==> images/floorplan.png <==
(4 px per um) Pins as bars on the die edge.
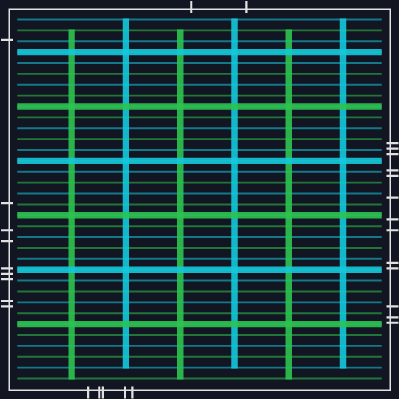
==> images/class_map.png <==
(3 px per um) Fill, decap, tap and diode cells in grey.
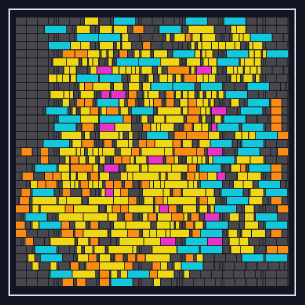
==> images/clock_wires.png <==
(6 px per um)
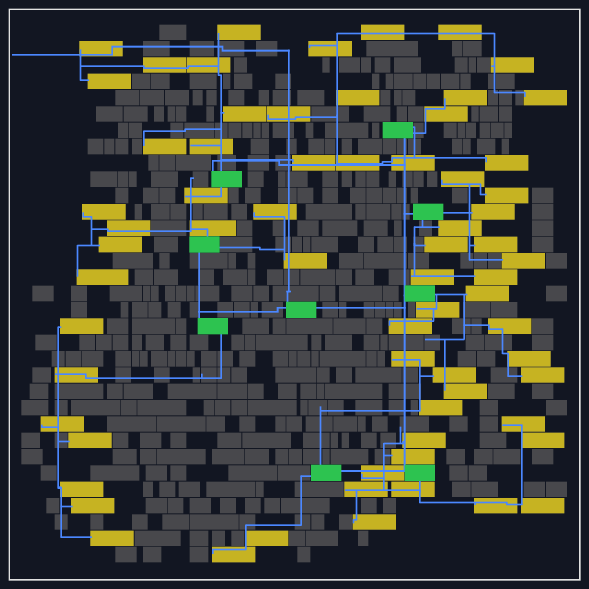
==> config.mk <==
export PLATFORM = sky130hd
export DESIGN_NAME = tmds_channel_decoder_flat
export DESIGN_NICKNAME = d
export VERILOG_FILES = /design/src/rtl/tmds_channel_decoder_if.sv /design/src/rtl/tmds_channel_decoder.sv /design/src/flat_wrapper.sv
export SDC_FILE = /design/constraint.sdc
export NUM_CORES = 1
export LEC_CHECK = 0
export CAP_MARGIN = 20
export CORE_MARGIN = 1.5
export CORE_UTILIZATION = 43
export DETAILED_ROUTE_END_ITERATION = 8
export SLEW_MARGIN = 40
export SYNTH_ARGS = -nofsm -noshare
export SYNTH_HDL_FRONTEND = slang
export SYNTH_SLANG_ARGS = --single-unit
==> constraint.sdc <==
create_clock -name clk -period 3.1 [get_ports clk]
set_clock_uncertainty 0.1 [all_clocks]
set_input_delay 0.465 -clock clk [delete_from_list [all_inputs] [get_ports clk]]
set_output_delay 0.465 -clock clk [all_outputs]
set_load 0.02 [all_outputs]
==> impl_metrics.py <==
# Physical implementation metrics
metrics = {
    "status": {
        "status": "finished with violations",
        "failed_checks": "setup timing",
    },
    "timing": {
        "drv_slew": 0,
        "fin_ws_ns": -0.100,
        "hold_viol_final": 0,
        "fmax_mhz": 312,
        "finalSetupViolCount": 24,
        "period_used_pct": 103,
        "setup_tns_ns": -1.18,
        "rsz0062_at_grt": "yes",
        "period_needed_ns": 3.20,
    },
    "critical_path": {
        "crit_path_cell_trace": "buf_12, mux4_2, and2_4, or2_0, o32a_1, nor4_4, buf_6, buf_12, o31ai_4, nand3b_1, mux2_4",
        "arrival_ns": 3.33,
        "path_buffers": 3,
        "crit_family": "simple AND/OR/NAND/NOR gates",
        "crit_slowest_cell": "mux4_2",
        "start_kind": "flop",
        "r2r_setup_slack_ns": -0.10,
        "cp.depth": 11,
        "cp_max_fo": 8,
        "crit_top_cell": "buf_12",
        "critPathMaxStageDelay_ns": 0.48,
    },
    "drt": {
        "routed_wl_um": 9260,
        "drtIter0Drc": 172,
        "routedWlPerCell_um": 15.6,
        "drt_pre_antenna_iters": 4,
    },
    "layout": {
        "syn_to_final_growth_pct": 43.3,
        "drive_gt1_share_pct": 39.4,
        "largest_register_ffs": 12,
        "nets": 501,
    },
    "yosys": {
        "simple_gate_area_share_pct": 23.9,
        "synthAdderAreaFrac_pct": 1.38,
        "ff_type": "dfxtp_1",
        "numSynthFlops": 67,
        "logic_family": "simple AND/OR/NAND/NOR gates",
        "muxShareOfSynthArea_pct": 12.7,
        "largest_area_cell": "dfxtp_1",
        "synth_area_um2": 3630,
        "aoi_share_pct": 16.4,
        "syn_area_per_cell_um2": 9.47,
    },
    "placed_design": {
        "dp_slack_ns": -0.576,
        "io_buffers": 28,
        "dp_cells": 551,
        "placed_area_um2": 4360,
    },
    "flow_run": {
        "warnings": 27,
        "maxCapViolCount": 0,
    },
    "power": {
        "power_density_nw_per_um2": 337,
        "total_leakage_power_nw": 1.91,
        "p_total_mw": 1.75,
    },
    "clock_network": {
        "path_clk_slew_ns": 0.07,
        "root_buffer": "clkbuf_8",
    },
    "floorplanning": {
        "num_rows": 33,
        "die_area_um2": 9000,
    },
    "grt": {
        "grt_overflow": 0,
        "first_global_vias": 3062,
        "grt_pass1_wl_um": 14200,
        "antenna_found_initial": 0,
        "grt_usage_pct": 20.2,
    },
    "worst_hold_path": {
        "min_path_type": "in -> reg",
    },
}
## Picture notes: floorplan.png
[green] VSS
[cyan] VDD
rows: 33
met5 straps: 6
met4 straps: 6
chip width: 94.8 um
Die Y: 94.8 um
maximum vdd ir drop: 190 uV
Core Area: 8180 um2

## Picture notes: class_map.png
[orange] remaining buffers and delay cells | cells: 114 | share of their area: 20%
[yellow] remaining logic cells | cells: 293 | share of their area: 50%
[magenta] clock drivers and dummy loads | cells: 16 | share of their area: 3.7%
[cyan] sequential cells | cells: 67 | share of their area: 27%
Final Instance Area: 5200 um2
flop share of the area: 25.9%

## Picture notes: clock_wires.png
[blue] clock wires | length: 928 um
[green] clock-net drivers | count: 9
[yellow] flip-flops | count: 67
routed clock nets: 10
latest clock arrival within the worst-skew pair: 0.35 ns
Clock net power: 0.689 mW

[layout by cell type, fill, tap and decap left out, drive strengths merged, types with 7 or more instances in the layout]
cell	instances
xnor2	16
o21ai	17
nor2	26
nand2	21
mux2i	13
buf	87
and3	8
a31oi	7
dfxtp	67
a21oi	24
nor3b	10
a211oi	10
clkbuf	11
inv	11
mux4	12
clkdlybuf4s50	19
nor2b	16
nand3b	7
nand3	14
nor3	15
[power by group]
group,total (mW),switching (mW),internal (mW)
Clock,0.689,0.354,0.335
Combinational,0.173,0.0852,0.0877
Sequential,0.889,0.0128,0.876
Total,1.75,0.452,1.30
[cells by family after synthesis]
kind of cell	count (synthesis)
DFF	67
muxes	30
AOI/OAI and AO/OA	85
and+or+nand+nor	146
buffers and inverters	35
adders and majority gates	4
xor gates and xnor gates	16
[cell type report]
cell class                 count  area, um2
clock inverter                 5       36.3
sequential                    67       1350
multi-input combinational    282       2480
inverter                      11       41.3
timing repair buffer         114       1010
clock buffer                  11        151
tap                          105        131
fill                         656       2980
[timing repair]
action	4_1_cts	5_1_grt
resized	24	69
pin swaps	7	38
hold buffers	0	0
endpoints found under the setup margin	43	45
gates cloned	0	2
buffers inserted	16	12
[metal layers]
layer | GRT usage, % | routed length [um]
met2 | 32.7 | 4430
met1 | 26.4 | 4250
met5 | 0 | 0
met3 | 4.11 | 412
met4 | 7.71 | 168
Power figures rest on the tool's default switching activity, not on a simulated workload.
